**Routing congestion map**

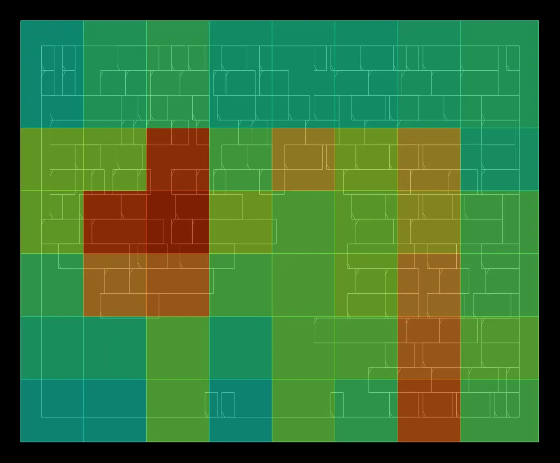
**A small window of the routed layout**

Scale bar: 5 um. Region (18, 22) to (38, 42) um. Cells in grey, sequential cells in the stronger grey; small squares are vias.
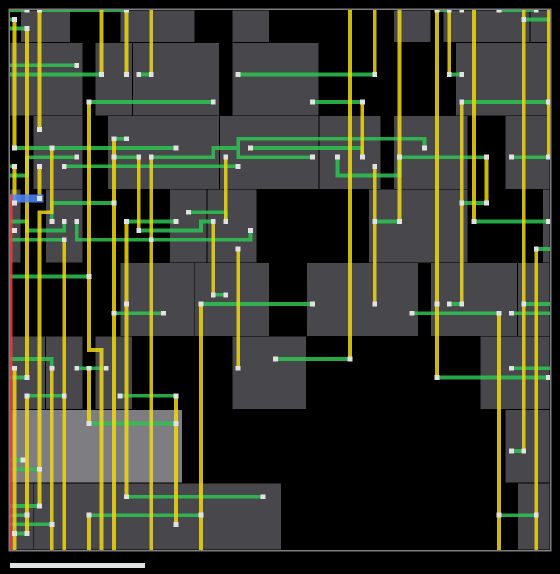
**Logic cells by family**

Scale bar: 20 um.
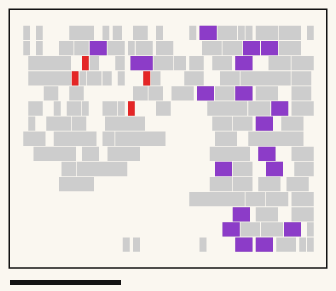
**Signal wires by layer**

Scale bar: 20 um.
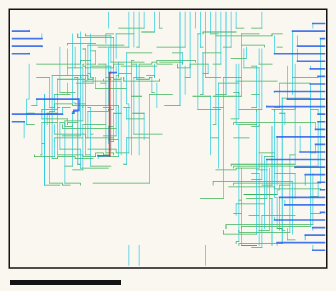
$ cat src/rtl/ppl_ctrl_if.sv
// Signal bundle between ppl_ctrl and the IF, ID/EX hazard logic and the interrupt line.
interface ppl_ctrl_if;
    logic        hold_pc_i;
    logic [15:0] if_pc_i;
    logic        ex_resolve_i;
    logic        ex_jump_i;
    logic [15:0] ex_jump_pc_i;
    logic        load_hazard_i;
    logic        irq_i;
    logic        int_ret_i;
    logic        jump_flag;
    logic [15:0] jump_pc;
    logic [1:0]  hold_flag;
    logic        flush_o;
    logic        int_active;
    logic [15:0] epc;
    logic        err_o;

    modport master (
        output hold_pc_i, if_pc_i, ex_resolve_i, ex_jump_i, ex_jump_pc_i,
               load_hazard_i, irq_i, int_ret_i,
        input  jump_flag, jump_pc, hold_flag, flush_o, int_active, epc, err_o
    );

    modport slave (
        input  hold_pc_i, if_pc_i, ex_resolve_i, ex_jump_i, ex_jump_pc_i,
               load_hazard_i, irq_i, int_ret_i,
        output jump_flag, jump_pc, hold_flag, flush_o, int_active, epc, err_o
    );
endinterface

$ cat src/rtl/ppl_ctrl.sv
// Pipeline control: branch hold/redirect, load-use stall and interrupt entry/return for IF.
// Interrupt sequencing (in_isr/epc) is built only when PPL_CTRL_INT_EN is defined.
module ppl_ctrl #(
    parameter logic [15:0] INT_VECTOR = 16'h0010,
    parameter int          MAX_WAIT   = 4
) (
    input logic       clk,
    input logic       rst_n,
    ppl_ctrl_if.slave bus
);
    typedef enum logic {IDLE, BR_WAIT} state_t;

    localparam logic [1:0] HOLD_NONE = 2'b00;
    localparam logic [1:0] HOLD_PC   = 2'b01;
    localparam logic [1:0] HOLD_PPL  = 2'b11;
    localparam logic [2:0] WCNT_LAST = 3'(MAX_WAIT - 1);

    state_t      state, state_nxt;
    logic [2:0]  wcnt, wcnt_nxt;
    logic        ready;
    logic        active;
    logic        ret_req;
    logic        entry_req;
    logic [15:0] epc_val;
    logic        jump_flag;
    logic [15:0] jump_pc;
    logic [1:0]  hold_flag;
    logic        flush;
    logic        err;

    // ready stays low for the cycle after reset so every output is quiet there too
    assign active = rst_n & ready;

    always_ff @(posedge clk) begin
        if (!rst_n) begin
            state <= IDLE;
            wcnt  <= '0;
            ready <= 1'b0;
        end else begin
            ready <= 1'b1;
            state <= state_nxt;
            wcnt  <= wcnt_nxt;
        end
    end

    always_comb begin
        state_nxt = state;
        wcnt_nxt  = wcnt;
        jump_flag = 1'b0;
        jump_pc   = '0;
        hold_flag = HOLD_NONE;
        flush     = 1'b0;
        err       = 1'b0;
        if (active) begin
            case (state)
                IDLE: begin
                    if (ret_req) begin
                        jump_flag = 1'b1;
                        jump_pc   = epc_val;
                        flush     = 1'b1;
                    end else if (entry_req) begin
                        jump_flag = 1'b1;
                        jump_pc   = INT_VECTOR;
                        flush     = 1'b1;
                    end else if (bus.load_hazard_i) begin
                        hold_flag = HOLD_PPL;
                    end else if (bus.hold_pc_i) begin
                        hold_flag = HOLD_PC;
                        state_nxt = BR_WAIT;
                        wcnt_nxt  = '0;
                    end
                end
                BR_WAIT: begin
                    hold_flag = HOLD_PC;
                    // a taken branch keeps the PC held in its resolve cycle; IF loads jump_pc instead
                    if (bus.ex_resolve_i) begin
                        state_nxt = IDLE;
                        if (bus.ex_jump_i) begin
                            jump_flag = 1'b1;
                            jump_pc   = bus.ex_jump_pc_i;
                            flush     = 1'b1;
                        end else begin
                            hold_flag = HOLD_NONE;
                        end
                    end else if (wcnt == WCNT_LAST) begin
                        err       = 1'b1;
                        hold_flag = HOLD_NONE;
                        state_nxt = IDLE;
                    end else begin
                        wcnt_nxt = wcnt + 3'd1;
                    end
                end
            endcase
        end
    end

`ifdef PPL_CTRL_INT_EN
    logic        in_isr;
    logic [15:0] epc_q;

    // a pending branch or hazard in IF/ID defers entry; a return always beats a new request
    assign ret_req   = in_isr & bus.int_ret_i;
    assign entry_req = bus.irq_i & ~in_isr & ~bus.hold_pc_i & ~bus.load_hazard_i;
    assign epc_val   = epc_q;

    always_ff @(posedge clk) begin
        if (!rst_n) begin
            in_isr <= 1'b0;
            epc_q  <= '0;
        end else if (ready && state == IDLE) begin
            if (ret_req) begin
                in_isr <= 1'b0;
            end else if (entry_req) begin
                in_isr <= 1'b1;
                epc_q  <= bus.if_pc_i;
            end
        end
    end

    assign bus.int_active = in_isr;
    assign bus.epc        = epc_q;
`else
    logic unused_int;

    assign ret_req        = 1'b0;
    assign entry_req      = 1'b0;
    assign epc_val        = '0;
    assign unused_int     = ^{bus.irq_i, bus.int_ret_i, bus.if_pc_i};
    assign bus.int_active = 1'b0;
    assign bus.epc        = '0;
`endif

    assign bus.jump_flag = jump_flag;
    assign bus.jump_pc   = jump_pc;
    assign bus.hold_flag = hold_flag;
    assign bus.flush_o   = flush;
    assign bus.err_o     = err;
endmodule

$ cat src/flat_wrapper.sv
// flat-port wrapper written by rule: the top's interface ports become plain ports
module ppl_ctrl_flat 
#(
    parameter logic [15:0] INT_VECTOR = 16'h0010,
    parameter int          MAX_WAIT   = 4
)
  (clk, rst_n, bus_hold_pc_i, bus_if_pc_i, bus_ex_resolve_i, bus_ex_jump_i, bus_ex_jump_pc_i, bus_load_hazard_i, bus_irq_i, bus_int_ret_i, bus_jump_flag, bus_jump_pc, bus_hold_flag, bus_flush_o, bus_int_active, bus_epc, bus_err_o);
  ppl_ctrl_if bus_i ();
  input logic clk;
  input logic rst_n;
  input wire logic [$bits(bus_i.hold_pc_i)-1:0] bus_hold_pc_i;
  input wire logic [$bits(bus_i.if_pc_i)-1:0] bus_if_pc_i;
  input wire logic [$bits(bus_i.ex_resolve_i)-1:0] bus_ex_resolve_i;
  input wire logic [$bits(bus_i.ex_jump_i)-1:0] bus_ex_jump_i;
  input wire logic [$bits(bus_i.ex_jump_pc_i)-1:0] bus_ex_jump_pc_i;
  input wire logic [$bits(bus_i.load_hazard_i)-1:0] bus_load_hazard_i;
  input wire logic [$bits(bus_i.irq_i)-1:0] bus_irq_i;
  input wire logic [$bits(bus_i.int_ret_i)-1:0] bus_int_ret_i;
  output wire logic [$bits(bus_i.jump_flag)-1:0] bus_jump_flag;
  output wire logic [$bits(bus_i.jump_pc)-1:0] bus_jump_pc;
  output wire logic [$bits(bus_i.hold_flag)-1:0] bus_hold_flag;
  output wire logic [$bits(bus_i.flush_o)-1:0] bus_flush_o;
  output wire logic [$bits(bus_i.int_active)-1:0] bus_int_active;
  output wire logic [$bits(bus_i.epc)-1:0] bus_epc;
  output wire logic [$bits(bus_i.err_o)-1:0] bus_err_o;
  assign bus_i.hold_pc_i = bus_hold_pc_i;
  assign bus_i.if_pc_i = bus_if_pc_i;
  assign bus_i.ex_resolve_i = bus_ex_resolve_i;
  assign bus_i.ex_jump_i = bus_ex_jump_i;
  assign bus_i.ex_jump_pc_i = bus_ex_jump_pc_i;
  assign bus_i.load_hazard_i = bus_load_hazard_i;
  assign bus_i.irq_i = bus_irq_i;
  assign bus_i.int_ret_i = bus_int_ret_i;
  assign bus_jump_flag = bus_i.jump_flag;
  assign bus_jump_pc = bus_i.jump_pc;
  assign bus_hold_flag = bus_i.hold_flag;
  assign bus_flush_o = bus_i.flush_o;
  assign bus_int_active = bus_i.int_active;
  assign bus_epc = bus_i.epc;
  assign bus_err_o = bus_i.err_o;
  ppl_ctrl #(.INT_VECTOR(INT_VECTOR), .MAX_WAIT(MAX_WAIT)) u_core (.clk(clk), .rst_n(rst_n), .bus(bus_i));
endmodule
$ cat config.mk
export PLATFORM = sky130hd
export DESIGN_NAME = ppl_ctrl_flat
export DESIGN_NICKNAME = d
export VERILOG_FILES = /design/src/rtl/ppl_ctrl_if.sv /design/src/rtl/ppl_ctrl.sv /design/src/flat_wrapper.sv
export SDC_FILE = /design/constraint.sdc
export NUM_CORES = 1
export LEC_CHECK = 0
export CAP_MARGIN = 25
export CORE_ASPECT_RATIO = 0.8
export CORE_MARGIN = 2
export CORE_UTILIZATION = 23
export CTS_CLUSTER_DIAMETER = 30
export CTS_CLUSTER_SIZE = 8
export DETAILED_ROUTE_END_ITERATION = 8
export PLACE_DENSITY = 0.81
export SLEW_MARGIN = 20
export SYNTH_ARGS = -nofsm -noshare
export SYNTH_HDL_FRONTEND = slang
export SYNTH_SLANG_ARGS = --single-unit
export TNS_END_PERCENT = 10
$ cat constraint.sdc
create_clock -name clk -period 1.45 [get_ports clk]
set_input_delay 0.3625 -clock clk [delete_from_list [all_inputs] [get_ports clk]]
set_output_delay 0.3625 -clock clk [all_outputs]
set_load 0.02 [all_outputs]
==> summary.txt <==
flow finished, numbers: Fillers 183, setup TNS -4178 ps, Clock transition at path regs ~50 ps, synth unique cells 20, Syn Std Cell Area 514.2 um^2, Required @ worst endpoint about 1100 ps, Total Power 471.0 uW, Core ar. 2140 um^2, failing checks setup timing, Mean Syn Cell Area roughly 7.6 um^2, FF+latch area between 100 and 150 um^2, hold path depth 2, tool warnings around 47, IO buf count 42, FP Util 24.04%, grt total ovfl 0, critical path start-end classification reg -> out, RSZ-0062 raised after global routing yes, register area share after synthesis between 10% and 20%, PwrDens between 300 and 400 nW/um^2, antenna violations before repair 0, cell count after synthesis just under 70, die area around 2600 um^2, pin count of the biggest net entering global routing 10, LEAKAGE between 0.5 and 0.6 nW, H-tree depth 1, first-pass GRT wire length 2.684 mm, final WL 2.061 mm, Root Buffer clkbuf_4, Die Height ~46 um, Setup crit end kind output pin, remaining antenna violation count after routing 0, status finished, violations left, yosys stat cell total 68, vias in the first global route ~620, Post-synth EDFFs 0, final setup vio count 21, cell accounting for the most synthesized area buf_4, Synth Flop Type dfxtp_1, yosys warning tally 0, Critical Path Source Type flip-flop, Remaining DRCs 0, # hold bufs at CTS 0, Final Worst Setup Slack -245.0 ps, maximum VDD drop between 0.5 and 0.6 mV, Latency at later pin between 200 and 250 ps, CP arrival 1330 ps, max-cap violations 0
Back to the opening pictures, 'routing congestion map':
WL per Instance: 13.65 um
total track usage: 13.62%
M1 GR Usage: 12.96%
GRT busiest layer: met2
GR Util met2: 28.37%

Back to the opening pictures, 'a small window of the routed layout':
Red marks met4. Blue marks met3. Yellow marks met2. Green marks met1.
Most frequent: buf_4 (4), dlygate4sd2_1 (3). 23 logic cells have their middle in the window. Sequential cells in the window: 1. Netlist names of flops here include u_core.wcnt (1).

Back to the opening pictures, 'logic cells by family':
Red marks inverters, cells 4, most used inv_1. Purple marks AND and OR gates, cells 18, most used and2_4.

Back to the opening pictures, 'signal wires by layer':
Red marks met4, wire length 15.0 um. Cyan marks met2, wire length 1150 um. Blue marks met3, wire length 182 um. Green marks met1, wire length 714 um.

## path summary, 6_finish.rpt
check / startpoint / end
setup reg to reg: u_core.wcnt[0] / u_core.wcnt[1]
hold reg to reg: u_core.wcnt[2] / u_core.wcnt[2]
hold / removal: u_core.wcnt[2] / u_core.wcnt[2]
setup / recovery: u_core.ready / bus_jump_pc[13]
## placed cells by master (no fill, tap or decap), types with 2 or more instances in the layout
| cell type | instances |
|---|---|
| buf_6 | 19 |
| conb_1 | 17 |
| and2_4 | 16 |
| clkdlybuf4s50_1 | 16 |
| buf_4 | 11 |
| nand2_1 | 4 |
| dfxtp_2 | 4 |
| inv_1 | 3 |
| clkbuf_4 | 3 |
| dlygate4sd2_1 | 3 |
| a21oi_1 | 2 |
| o22ai_2 | 2 |
| ha_4 | 2 |
| buf_16 | 2 |
| buf_12 | 2 |
## worst max-delay path, cell delays in order (launching register included)
cell and delay, ps:
dfxtp_2 350, nand3_4 90, nor2_4 150, buf_12 130
clkbuf_16 120, and2_4 130, buf_6 110
## logic make-up (layout without fill, tap and decap cells)
| logic type | count (synthesis) | after routing | synth area share [%] |
|---|---|---|---|
| other cells | 1 | 17 | 0.7292 |
| mux | 1 | 1 | 1.947 |
| compound gates | 8 | 8 | 9.976 |
| simple gates | 28 | 28 | 32.36 |
| fa+ha+maj | 2 | 2 | 4.865 |
| flops | 5 | 5 | 19.47 |
| buf+inv | 23 | 65 | 30.66 |
## cell type report
type	count	area share [%]
Tap cell	25	2.546
Sequential cell	5	8.554
Inverter	4	1.222
Timing Repair Buffer	57	51.22
Multi-Input combinational cell	56	34.32
Clock buffer	4	2.138
## metal layers
layer	GRT usage [%]	up-vias	routed length (um)
met1	12.96	283	713
met5	0	-	0
met2	28.37	41	1150
met4	5.581	0	14
li1	-	305	-
met3	3.652	2	181
## registers in the layout (all words and copies together) (netlist names)
signal / flops
u_core.ready: 1
u_core.state: 1
u_core.wcnt: 3
## through the flow
| step | cells | hold slack [ps] | cell area [um^2] | utilization (%) |
|---|---|---|---|---|
| 6_report | 151 | 476.5 | 1229 | 57.43 |
| 5_1_grt | 151 | 503.7 | 1229 | 57.43 |
| 4_1_cts | 149 | 475.9 | 1174 | 54.85 |
| 3_5_place_dp | 141 | 469.8 | 963.4 | 45.03 |
| 3_3_place_gp | 141 | 451.5 | 963.4 | 45.03 |
| 2_1_floorplan | 84 | 390.2 | 574.3 | - |
## where the power goes
part / internal [mW] / switching (mW) / total, mW / leakage [nW]
registers: 0.142 / 0.00438 / 0.147 / 0.0422
clock network: 0.104 / 0.0571 / 0.161 / 0.0150
logic: 0.0789 / 0.0841 / 0.163 / 0.499
total: 0.325 / 0.146 / 0.471 / 0.556
## what timing repair did
item | in CTS | in global routing
buffers inserted | 2 | 1
resized | 163 | 4
setup endpoints to repair | 24 | 24
pin swaps | 20 | 3
gates cloned | 2 | 1
Power is estimated from default activity; no workload was simulated.
